### src/rtl/eq_pkg.sv
// Shared constants, state encoding and rounding helper for the per-band gain mixer.
package eq_pkg;

  localparam int unsigned NUM_BANDS = 10;
  localparam int unsigned DATA_W    = 24;
  localparam int unsigned GAIN_W    = 16;
  localparam int unsigned GAIN_FRAC = 14;
  localparam int unsigned PROD_W    = DATA_W + GAIN_W;
  localparam int unsigned ACC_W     = DATA_W + GAIN_W + 4;
  localparam int unsigned IDX_W     = 4;

  localparam logic [GAIN_W-1:0] GAIN_UNITY = 16'h4000;

  localparam logic [IDX_W-1:0] BAND_LP   = 4'd0;
  localparam logic [IDX_W-1:0] BAND_64   = 4'd1;
  localparam logic [IDX_W-1:0] BAND_250  = 4'd2;
  localparam logic [IDX_W-1:0] BAND_500  = 4'd3;
  localparam logic [IDX_W-1:0] BAND_1K   = 4'd4;
  localparam logic [IDX_W-1:0] BAND_2K   = 4'd5;
  localparam logic [IDX_W-1:0] BAND_4K   = 4'd6;
  localparam logic [IDX_W-1:0] BAND_8K   = 4'd7;
  localparam logic [IDX_W-1:0] BAND_16K  = 4'd8;
  localparam logic [IDX_W-1:0] BAND_HP   = 4'd9;
  localparam logic [IDX_W-1:0] LAST_IDX  = BAND_HP;

  // Half an LSB of the Q1.14 result, for round-half-up.
  localparam logic signed [ACC_W-1:0] ROUND_BIAS =
      {{(ACC_W - GAIN_FRAC){1'b0}}, 1'b1, {(GAIN_FRAC - 1){1'b0}}};
  localparam logic signed [ACC_W-1:0] SAT_MAX =
      {{(ACC_W - DATA_W + 1){1'b0}}, {(DATA_W - 1){1'b1}}};
  localparam logic signed [ACC_W-1:0] SAT_MIN = ~SAT_MAX;

  typedef enum logic [1:0] {
    StIdle = 2'd0,
    StMac  = 2'd1,
    StSat  = 2'd2
  } eq_state_e;

  function automatic logic [DATA_W-1:0] round_sat(input logic signed [ACC_W-1:0] acc);
    logic signed [ACC_W-1:0] r;
    logic [DATA_W-1:0]       res;
    r = (acc + ROUND_BIAS) >>> GAIN_FRAC;
    if (r > SAT_MAX) begin
      res = {1'b0, {(DATA_W - 1){1'b1}}};
    end else if (r < SAT_MIN) begin
      res = {1'b1, {(DATA_W - 1){1'b0}}};
    end else begin
      res = r[DATA_W-1:0];
    end
    return res;
  endfunction

endpackage

### src/rtl/eq_gain_regfile.sv
// Pending/active gain registers: writes land in pending, commit copies to active
// with same-cycle write forwarding so a gain written on the accept edge is used.
module eq_gain_regfile
  import eq_pkg::*;
(
  input  logic              clk,
  input  logic              rst_n,
  input  logic              wr_en,
  input  logic [IDX_W-1:0]  wr_addr,
  input  logic [GAIN_W-1:0] wr_data,
  input  logic              commit,
  input  logic [IDX_W-1:0]  rd_idx,
  output logic [GAIN_W-1:0] rd_gain
);

  logic [GAIN_W-1:0]    pending_q [NUM_BANDS];
  logic [GAIN_W-1:0]    active_q  [NUM_BANDS];
  logic [NUM_BANDS-1:0] wr_hit;

  // Exact address match also rejects out-of-range addresses.
  always_comb begin
    wr_hit = '0;
    for (int k = 0; k < NUM_BANDS; k++) begin
      wr_hit[k] = wr_en && (wr_addr == IDX_W'(k));
    end
  end

  always_ff @(posedge clk or negedge rst_n) begin
    if (!rst_n) begin
      for (int k = 0; k < NUM_BANDS; k++) begin
        pending_q[k] <= GAIN_UNITY;
        active_q[k]  <= GAIN_UNITY;
      end
    end else begin
      for (int k = 0; k < NUM_BANDS; k++) begin
        if (wr_hit[k]) begin
          pending_q[k] <= wr_data;
        end
        if (commit) begin
          active_q[k] <= wr_hit[k] ? wr_data : pending_q[k];
        end
      end
    end
  end

  assign rd_gain = active_q[rd_idx];

endmodule

### src/rtl/eq_band_gain_mixer.sv
// Captures the FIR bank's band samples, applies per-band gains with one shared
// multiplier over NUM_BANDS cycles, then rounds and saturates to one output sample.
module eq_band_gain_mixer
  import eq_pkg::*;
(
  input  logic                          clk,
  input  logic                          rst_n,
  input  logic                          enable,
  input  logic                          sample_valid,
  input  logic [NUM_BANDS*DATA_W-1:0]   band_in,
  input  logic                          gain_wr_en,
  input  logic [3:0]                    gain_wr_addr,
  input  logic [GAIN_W-1:0]             gain_wr_data,
  output logic [DATA_W-1:0]             audio_out,
  output logic                          out_valid,
  output logic                          busy,
  output logic                          overrun
);

  eq_state_e               state_q;
  logic [DATA_W-1:0]       band_q [NUM_BANDS];
  logic signed [ACC_W-1:0] acc_q;
  logic [IDX_W-1:0]        idx_q;

  logic                    accept;
  logic [GAIN_W-1:0]       gain_sel;
  logic [DATA_W-1:0]       band_sel;
  logic signed [PROD_W-1:0] product;

  assign accept = (state_q == StIdle) && enable && sample_valid;

  eq_gain_regfile u_gain_regfile (
    .clk     (clk),
    .rst_n   (rst_n),
    .wr_en   (gain_wr_en),
    .wr_addr (gain_wr_addr),
    .wr_data (gain_wr_data),
    .commit  (accept),
    .rd_idx  (idx_q),
    .rd_gain (gain_sel)
  );

  always_comb begin
    band_sel = band_q[idx_q];
    product  = PROD_W'($signed(band_sel)) * PROD_W'($signed(gain_sel));
  end

  always_ff @(posedge clk or negedge rst_n) begin
    if (!rst_n) begin
      state_q   <= StIdle;
      acc_q     <= '0;
      idx_q     <= '0;
      audio_out <= '0;
      out_valid <= 1'b0;
      busy      <= 1'b0;
      overrun   <= 1'b0;
      for (int k = 0; k < NUM_BANDS; k++) begin
        band_q[k] <= '0;
      end
    end else begin
      out_valid <= 1'b0;
      overrun   <= 1'b0;
      unique case (state_q)
        StIdle: begin
          if (accept) begin
            for (int k = 0; k < NUM_BANDS; k++) begin
              band_q[k] <= band_in[k*DATA_W +: DATA_W];
            end
            acc_q   <= '0;
            idx_q   <= '0;
            busy    <= 1'b1;
            state_q <= StMac;
          end
        end
        StMac: begin
          if (!enable) begin
            acc_q   <= '0;
            idx_q   <= '0;
            busy    <= 1'b0;
            state_q <= StIdle;
          end else begin
            acc_q   <= acc_q + ACC_W'(product);
            idx_q   <= idx_q + 4'd1;
            overrun <= sample_valid;
            if (idx_q == LAST_IDX) begin
              state_q <= StSat;
            end
          end
        end
        StSat: begin
          if (!enable) begin
            acc_q   <= '0;
            idx_q   <= '0;
            busy    <= 1'b0;
            state_q <= StIdle;
          end else begin
            audio_out <= round_sat(acc_q);
            out_valid <= 1'b1;
            busy      <= 1'b0;
            overrun   <= sample_valid;
            acc_q     <= '0;
            idx_q     <= '0;
            state_q   <= StIdle;
          end
        end
        default: state_q <= StIdle;
      endcase
    end
  end

endmodule
### config.mk
export PLATFORM = sky130hd
export DESIGN_NAME = eq_band_gain_mixer
export DESIGN_NICKNAME = d
export VERILOG_FILES = /design/src/rtl/eq_pkg.sv /design/src/rtl/eq_gain_regfile.sv /design/src/rtl/eq_band_gain_mixer.sv
export SDC_FILE = /design/constraint.sdc
export NUM_CORES = 2
export LEC_CHECK = 0
export ABC_AREA = 0
export CAP_MARGIN = 5
export CORE_ASPECT_RATIO = 1.25
export CORE_MARGIN = 2
export CORE_UTILIZATION = 55
export CTS_CLUSTER_DIAMETER = 40
export CTS_CLUSTER_SIZE = 8
export DETAILED_ROUTE_END_ITERATION = 10
export GPL_TIMING_DRIVEN = 0
export PLACE_DENSITY_LB_ADDON = 0.12
export RECOVER_POWER = 25
export SLEW_MARGIN = 20
export SYNTH_ARGS = -nofsm -noshare
export SYNTH_HDL_FRONTEND = slang
export SYNTH_HIERARCHICAL = 1
export SYNTH_SLANG_ARGS = --single-unit
### constraint.sdc
create_clock -name clk -period 11.3 [get_ports clk]
set_clock_uncertainty 0.05 [all_clocks]
set_input_delay 1.13 -clock clk [delete_from_list [all_inputs] [get_ports clk]]
set_output_delay 1.13 -clock clk [all_outputs]
set_load 0.005 [all_outputs]
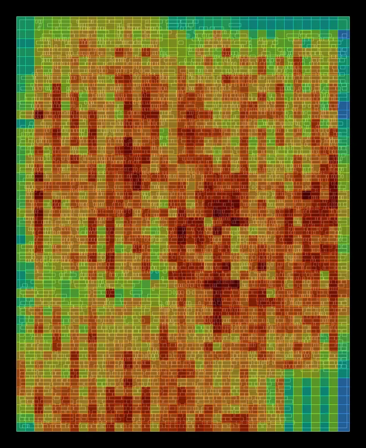
Fig. 1. Congestion heat map.
M2 GR Usage: 58.6%
Total GRT Usage: 34.8%
Global Route met3 Usage: 5.14%
GR peak layer: met2

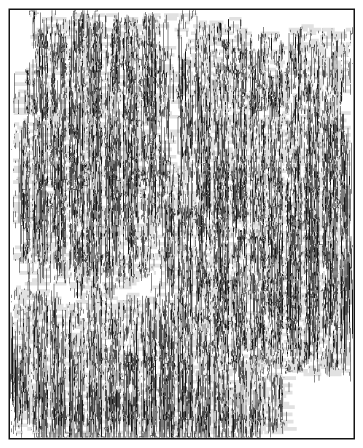
Fig. 2. Met2 routing.
nets with wire on the layer: 4778
longest straight run: 96.6 um
wire length on this layer: 69.4 mm

==> results.ini <==
[final_timing]
drv_slew=268
finalClockPeriodUsage_pct=92.7
fmax_mhz=95.5
period_minus_slack_ns=10.47
tightest_slew_ns=4.87
fin_ws_ns=0.825
whs_ns=0.422
relSlewSlack_pct=-224
rsz0062_at_grt=no
fin_tns_setup_ns=0

[die]
die-area_um2=82500
fp_util_pct=55.3
coreArea_um2=79800
num_rows=116
fp.dieH_um=321
ioPinCount=292

[final_layout]
inverters_excl_clock=498
ff_count=637
reg_top3=band_q x240, u_gain_regfile/active_q x160, u_gain_regfile/pending_q x160
comb_area_share_pct=48.6
final_common_cell=dfrtp_1
syn_to_final_growth_pct=17.3
logic_gates=2788
sh_seq_area_pct=30.8
stdcell_count=5751
finish.utilization_pct=64.9
top_register=band_q
clkbuf_count=152
fill_cells=6452
final_layout_size_suffix_gt1_share_pct=14.8
top_area_cell_class=logic gates
diodes=23
clk_share_pct=6.26
buf_share_pct=8.07
final_cell_mix=617 x dfrtp_1, 497 x inv_1, 482 x nand2_1, 434 x fa_1, 312 x mux2_2

[route]
routed_wl_mm=140
top_layer=met4
wl_met3_mm=8.63
firstDrtPassIters=7
viasPerCell=5.88
drtAntennaViolNets=0
drtIter0Drc=2739
drc=0
wl_met1_mm=53.3
vias=33810
routed-wl-met2_mm=69.4

[global_routing]
antenna_found_initial=22
first_global_vias=35942
global_route.usage.met1_pct=42.9
grt_pass1_wl_mm=215

[critical_path]
crit_path_start_kind=flop
setup.worst_path.class=flop to flop
critical_path.max_fanout=10
crit_family=adder cells
r2r_start=idx_q[1]
worstSetupEndpoint=acc_q[28]
worstSetupStartpoint=idx_q[1]
critPathRequiredTime_ns=11.80
rr_worst_depth=27
worst_path_most_repeated_cell=fa_1
crit_path_end_kind=flop
crit_buf_inv=8
cp.depth=27
slowest_stage=a2111oi_2
critPathArrivalTime_ns=10.97

[job]
warnings=31
cap_violations=4

[synthesis]
top_area_share_pct=35.0
synth_dominant_cell_count=dfrtp_1
ys_async_sr_fraction_pct=100
synthTopCellsByArea=dfrtp_1 35%, fa_1 20%, mux2_2 8.0%
synth-edff-count=0
syn_area_um2=44100
ys_seq_share_pct=36.2
synth_warnings=6
ys_sh_simple_pct=12.2
flop_cell=dfrtp_1
syn_inst=4198
syn_area_per_cell_um2=10.5
logic_family=adder cells
synth.distinct_cells=85
compound_area_share_pct=8.77
synth_nets=5027

[place]
hpwl_mm=108
dp.cells=5552
port_buffers=275
gp_congestion=0.961

[hold_path]
min_path_cells=2
hold_start=u_gain_regfile/pending_q[158]
min_to=u_gain_regfile/pending_q[158]
min_path_type=flop to flop

[clocking]
post_cts_resized=0
cts_hold_buffers=0
cts_tree=built
htree_levels=3
clock_path_buffers=3
insertion_delay_ns=0.67
post-cts-setup-buffers=0
cts_root_buf=clkbuf_16

[status]
violations=max-capacitance violations, max-slew violations
run_status=finished with violations

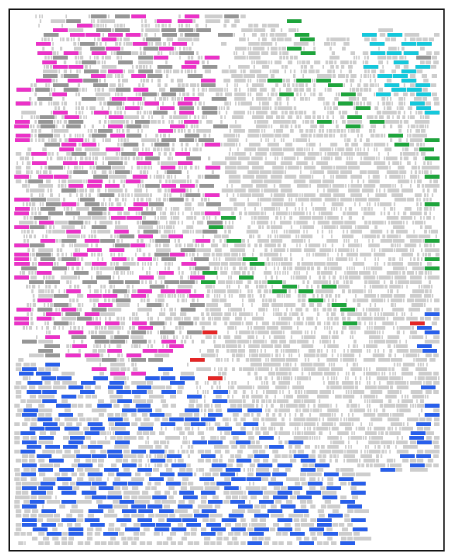
Fig. 3. Sequential cells colored by netlist name.
Other sequential cells in the stronger gray, the rest of the logic in the fainter gray.
[`audio_out`] cyan | sequential cells: 24 | where: upper right
[`acc_q`] green | sequential cells: 44
[`idx_q`] red | sequential cells: 4
[`band_q`] blue | sequential cells: 240 | where: a band across the bottom
[`u_gain_regfile/pending_q`] magenta | sequential cells: 160

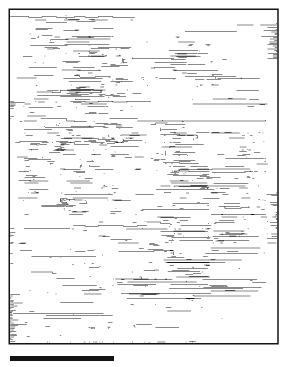
Fig. 4. Metal 3.
Scale bar: 100 um.
nets with wire on the layer: 486
longest straight run: 123 um
wire length on this layer: 8630 um
share of all routed wire: 6.2%

